[config.mk]
export PLATFORM = sky130hd
export DESIGN_NAME = bsa_ctrl
export DESIGN_NICKNAME = d
export VERILOG_FILES = /design/src/rtl/bsa_ctrl.sv
export SDC_FILE = /design/constraint.sdc
export NUM_CORES = 1
export LEC_CHECK = 0
export CAP_MARGIN = 20
export CORE_ASPECT_RATIO = 0.7
export CORE_UTILIZATION = 30
export DETAILED_ROUTE_END_ITERATION = 10
export SLEW_MARGIN = 20
export SYNTH_ARGS = -nofsm -noshare
export SYNTH_HDL_FRONTEND = slang
export SYNTH_SLANG_ARGS = --single-unit
[constraint.sdc]
create_clock -name CLK -period 2.8 [get_ports CLK]
set_clock_uncertainty 0.2 [all_clocks]
set_input_delay 0.42 -clock CLK [delete_from_list [all_inputs] [get_ports CLK]]
set_output_delay 0.42 -clock CLK [all_outputs]
set_load 0.02 [all_outputs]
[src/rtl/bsa_ctrl.sv]
// Sequencer for one bit-serial adder: accepts an operand pair, pulses Load,
// collects WL+1 serial sum bits LSB first and presents the parallel sum.
module bsa_ctrl #(
  parameter int WL = 4
) (
  input  logic          CLK,
  input  logic          RST,
  input  logic          in_valid,
  output logic          in_ready,
  input  logic [WL-1:0] a_in,
  input  logic [WL-1:0] b_in,
  output logic [WL-1:0] bsa_a,
  output logic [WL-1:0] bsa_b,
  output logic          bsa_load,
  input  logic          bsa_sbit,
  output logic          out_valid,
  input  logic          out_ready,
  output logic [WL:0]   sum,
  output logic          busy
);

  // state | meaning
  // IDLE  | waiting for an operand pair, in_ready high
  // LOAD  | bsa_load high, adder captures operands and clears its carry
  // SHIFT | taking WL+1 serial bits into sum
  // DONE  | sum presented, waiting for out_ready

  localparam int CW = $clog2(WL + 2);
  localparam logic [CW-1:0] LAST = CW'(WL);

  typedef enum logic [1:0] {IDLE, LOAD, SHIFT, DONE} state_t;

  state_t        state, state_nxt;
  logic [CW-1:0] count;

  always_comb begin
    state_nxt = state;
    case (state)
      IDLE:    if (in_valid && in_ready) state_nxt = LOAD;
      LOAD:    state_nxt = SHIFT;
      SHIFT:   if (count == LAST) state_nxt = DONE;
      DONE:    if (out_ready) state_nxt = IDLE;
      default: state_nxt = IDLE;
    endcase
  end

  // Handshake and Load outputs are registered copies of the next state.
  always_ff @(posedge CLK or negedge RST) begin
    if (!RST) begin
      state     <= IDLE;
      in_ready  <= 1'b0;
      bsa_load  <= 1'b0;
      out_valid <= 1'b0;
      bsa_a     <= '0;
      bsa_b     <= '0;
      sum       <= '0;
      count     <= '0;
    end else begin
      state     <= state_nxt;
      in_ready  <= (state_nxt == IDLE);
      bsa_load  <= (state_nxt == LOAD);
      out_valid <= (state_nxt == DONE);
      if (state == IDLE && in_valid && in_ready) begin
        bsa_a <= a_in;
        bsa_b <= b_in;
      end
      if (state == LOAD) count <= '0;
      if (state == SHIFT) begin
        sum   <= {bsa_sbit, sum[WL:1]};
        count <= count + CW'(1);
      end
    end
  end

  assign busy = (state != IDLE);

endmodule

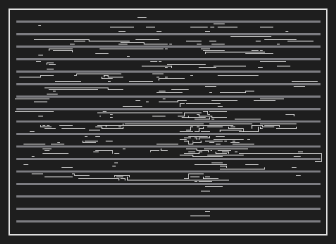
Fig. 1. M1 wires.
Supply wires on this layer in gray.
The layer holds 44% of the routed length. The wires run mostly horizontal. The longest straight run is 29.4 um.
total via count in the routed design: 714
met1 usage: 16.9%

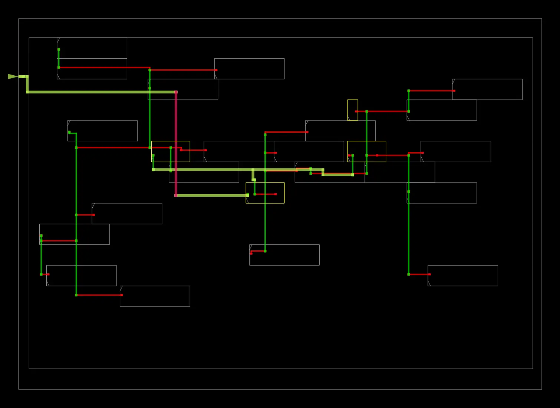
Fig. 2. Clock routing.
clock net sink count: 21
clock buffers created by TritonCTS: 3
number of sequential storage elements: 21
clock network power: 194 uW

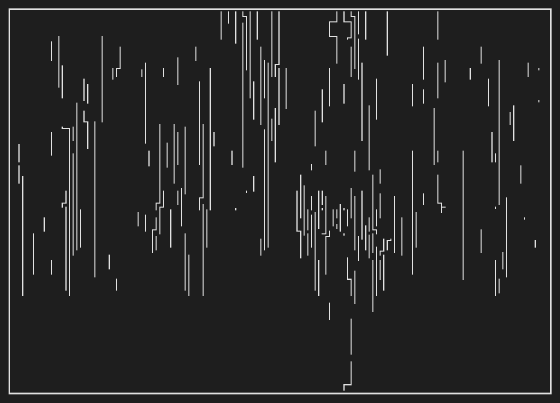
Fig. 3. Signal wires on met2.
The wires run mostly vertical. The longest straight run is 23.5 um. The layer carries 862 um of wire. 115 nets have wire on it. The layer holds 47% of the routed length.
met2 routing resource usage after global routing: 19.3%
total detailed-routing wirelength: 1850 um

==> git commit body <==
Refresh implementation metrics

- The flow ran to the end, and the final reports show no timing, DRC or antenna violations.
- Final Hold Vio Count: 0
- Data arrives at the worst endpoint at 1.66 ns.
- Most frequent cells after synthesis: sky130_fd_sc_hd__dfrtp_1, sky130_fd_sc_hd__mux2_2, sky130_fd_sc_hd__ha_1, sky130_fd_sc_hd__inv_1, sky130_fd_sc_hd__nand3_1
- Setup Buffers After CTS: 0
- After the last flow step, the layout net total stands at 127.
- Area of the core: 0.00288 mm^2
- Path type of the worst min-delay path: reg2reg
* Antenna-violating nets left: 0
- Each instance of the synthesized netlist takes up on average 12.7 um^2.
- Clock Tree Buf Depth: 2
* Largest register by flop count: sum
- Per the CTS log, the root buffer master is sky130_fd_sc_hd__clkbuf_8.
* RD Place Congestion: 0.833
* Register share after synthesis: 56.1%
* Tally of buffers added on design ports: 29
- The HPWL after detailed placement is between 1000 and 1500 um.
- Yosys cell types: 23
- The largest total area in the synthesized netlist belongs to sky130_fd_sc_hd__dfrtp_1.
* Number of synthesized register bits: 21
- For this run, the script counts the antenna cells in the layout as 0.
* PostCTS Resize Cnt: 0
- STA classifies the critical path endpoint as an output pin.
* Max rail drop VDD: 0.538 mV
- Average wire per cell in the routed design: about 13 um
- The worst setup path is of the reg2out kind.
* Critical path startpoint category: flop
- The register with the most flip-flops in the layout has 5 of them.
- Clock-pin slew was measured on the worst setup and hold paths at roughly 0.070 ns.
- Cell type of the slowest stage on the worst timing path: sky130_fd_sc_hd__clkdlybuf4s50_1
- Pin placement for this block handled 30 I/O pins.
- In this run the number of H-tree levels came out at 1.
- The script parses the final routing iteration and logs DRC violations as 0.
- Global routing used 13.2% of the available tracks across all layers.
* Number of failing setup endpoints in the final timing report: 0
* Layout cell share with drive strength beyond 1: 13.1%
- Final setup TNS: 0 ns
* Post-synth tally of flip-flops with integrated enable: 0
- Area overhead of the layout relative to synthesis: 40.9%
* Total standard cell area after synthesis: 937 um^2
- For this run the aggregate overflow at the end of global routing stands at 0.
- The synthesis report gives the async set-or-reset register share as 100%.
* Registers with the most flip-flops: sum: 5 flops, bsa_a: 4 flops, bsa_b: 4 flops
* Post-synth top area share: about 56%
* Yosys warning tally: 0
- Number of buffers and inverters on the critical path: 3
- For this design the ratio of total power to cell area is about 1200 mW/mm^2.
* Max Freq: approximately 440 MHz
- Post-Synthesis Cells: 74
* Floorplan die height: approximately 50 um
- Summing internal, switching and leakage power gives roughly 1500 uW.
* Yosys cell count: 74
- The most used flip-flop cell after synthesis is sky130_fd_sc_hd__dfrtp_1.
* Clock tree from TritonCTS: built
- Full die area: 0.00335 mm^2
* Final worst hold slack: between 0.2 and 0.3 ns
- Log Warnings: 30
* Final core occ: ~46%
- Largest fanout on the critical path: 8
* Worst setup path start: state[1]
- The number of cells on the worst reg-to-reg path is 5.
* Drt via density: 4.99
* Number of maximum-capacitance constraint violations: 0
* Max stage delay on crit path: 0.59 ns
- The initial antenna violation count was 0.
* Fp_density: 32.5%
- For reference, the critical path is captured by busy.
* Num rows: 16
* Critical path required time: about 2.2 ns
- Fin. max-slew vios: 0
- Counting every net in the synthesized netlist gives roughly 93.
- The report lists the cells along the critical path as inv_2, ha_1, inv_1, clkdlybuf4s50_1.
* Synthesized chip area reported by yosys: 937 um^2
- Maximum number of pins on one net before global-route repair: 22
- All stages included, the depth of the critical timing path comes to 4.
- Number of buffers inserted by hold repair at cts: 0
- Worst Max-Slew Pin Slew: roughly 0.55 ns
- Cell type group with the largest total delay on the critical path: buffers and inverters
- For the worst reg-to-reg path, the endpoint reported by OpenROAD is state[0].
* Highest-count cells in the layout ignoring fill and taps: sky130_fd_sc_hd__clkdlybuf4s50_1, sky130_fd_sc_hd__dfrtp_1, sky130_fd_sc_hd__mux2_2
- Global-route wire length before repair: 3200 um
- Measured along the x axis, the die boundary spans slightly below 70 um.
- Cell area leaders: sky130_fd_sc_hd__dfrtp_1, sky130_fd_sc_hd__mux2_2, sky130_fd_sc_hd__ha_1
* Number of violations reported at the end of detailed-routing iteration 0: 30
* Clock network latency to the later pin of the worst-skew pair: ~0.26 ns
* Setup slack of the most critical reg-to-reg path: 0.81 ns
* Number of detailed-routing iterations run before antenna repair: 4
- Reg-to-reg startpoint: state[0]
- Setup repair after global routing left no endpoint under its margin.
* Synth top cell by count: sky130_fd_sc_hd__dfrtp_1
- Period utilization: 81.4%
- Clock period minus final worst setup slack: approximately 2.3 ns
* Most instantiated logic cell after routing: sky130_fd_sc_hd__clkdlybuf4s50_1
* Slew headroom: 63.3%
- Number of global-route vias before repair: slightly above 700
* Static Leak: about 0.00057 uW
[per-layer routing]
metal | vias up | part of all wire, % | global-route usage, % | routed length, um
met1 | 353 | 44 | 16.9 | 811
li1 | 328 | - | - | -
met4 | 0 | 1.8 | 4.76 | 34
met2 | 29 | 47 | 19.3 | 862
met3 | 4 | 7.4 | 6.37 | 137
met5 | - | 0 | 0 | 0
[worst min-delay path by stage]
stage / startpoint / endpoint / slack, ns / cells after the start
3_5_place_dp: bsa_b[0] / bsa_b[0] / 0.28 / 1
3_3_place_gp: bsa_b[0] / bsa_b[0] / 0.27 / 1
5_1_grt: bsa_a[0] / bsa_a[0] / 0.33 / 1
6_report: bsa_b[0] / bsa_b[0] / 0.29 / 1
4_1_cts: bsa_b[0] / bsa_b[0] / 0.30 / 1
2_1_floorplan: RST / bsa_a[0] / -0.08 / 0
[logic make-up after synthesis]
family / after synthesis / share of synthesized area, %
buffers and inverters: 8 / 3.34
adders and majority gates: 6 / 8.01
and+or+nand+nor: 14 / 7.74
muxes: 14 / 16.7
AOI/OAI and AO/OA: 11 / 8.14
DFF: 21 / 56.1
[through the flow]
| step | worst slack [ns] | cell area (um^2) | instances |
|---|---|---|---|
| 6_report | 0.522 | 1320 | 143 |
| 5_1_grt | 0.428 | 1320 | 143 |
| 4_1_cts | 0.519 | 1320 | 143 |
| 3_5_place_dp | 0.730 | 1270 | 139 |
| 3_3_place_gp | 0.761 | 1270 | 139 |
| 2_1_floorplan | 1.16 | 937 | 74 |
[layout make-up]
class                   instances  area [um^2]
inverters                       7         26.3
flip-flops and latches         21          526
well taps                      36         45.0
multi-input cells              45          380
fillers                       278         1560
clock buffers                   4         45.0
repair buffers                 30          298
[power by group]
part           switching, uW  internal, uW  leakage, uW
Clock                   92.3           101    0.0000228
Combinational            407           412     0.000289
Sequential              93.0           443     0.000257
Power and IR drop assume default switching activity.
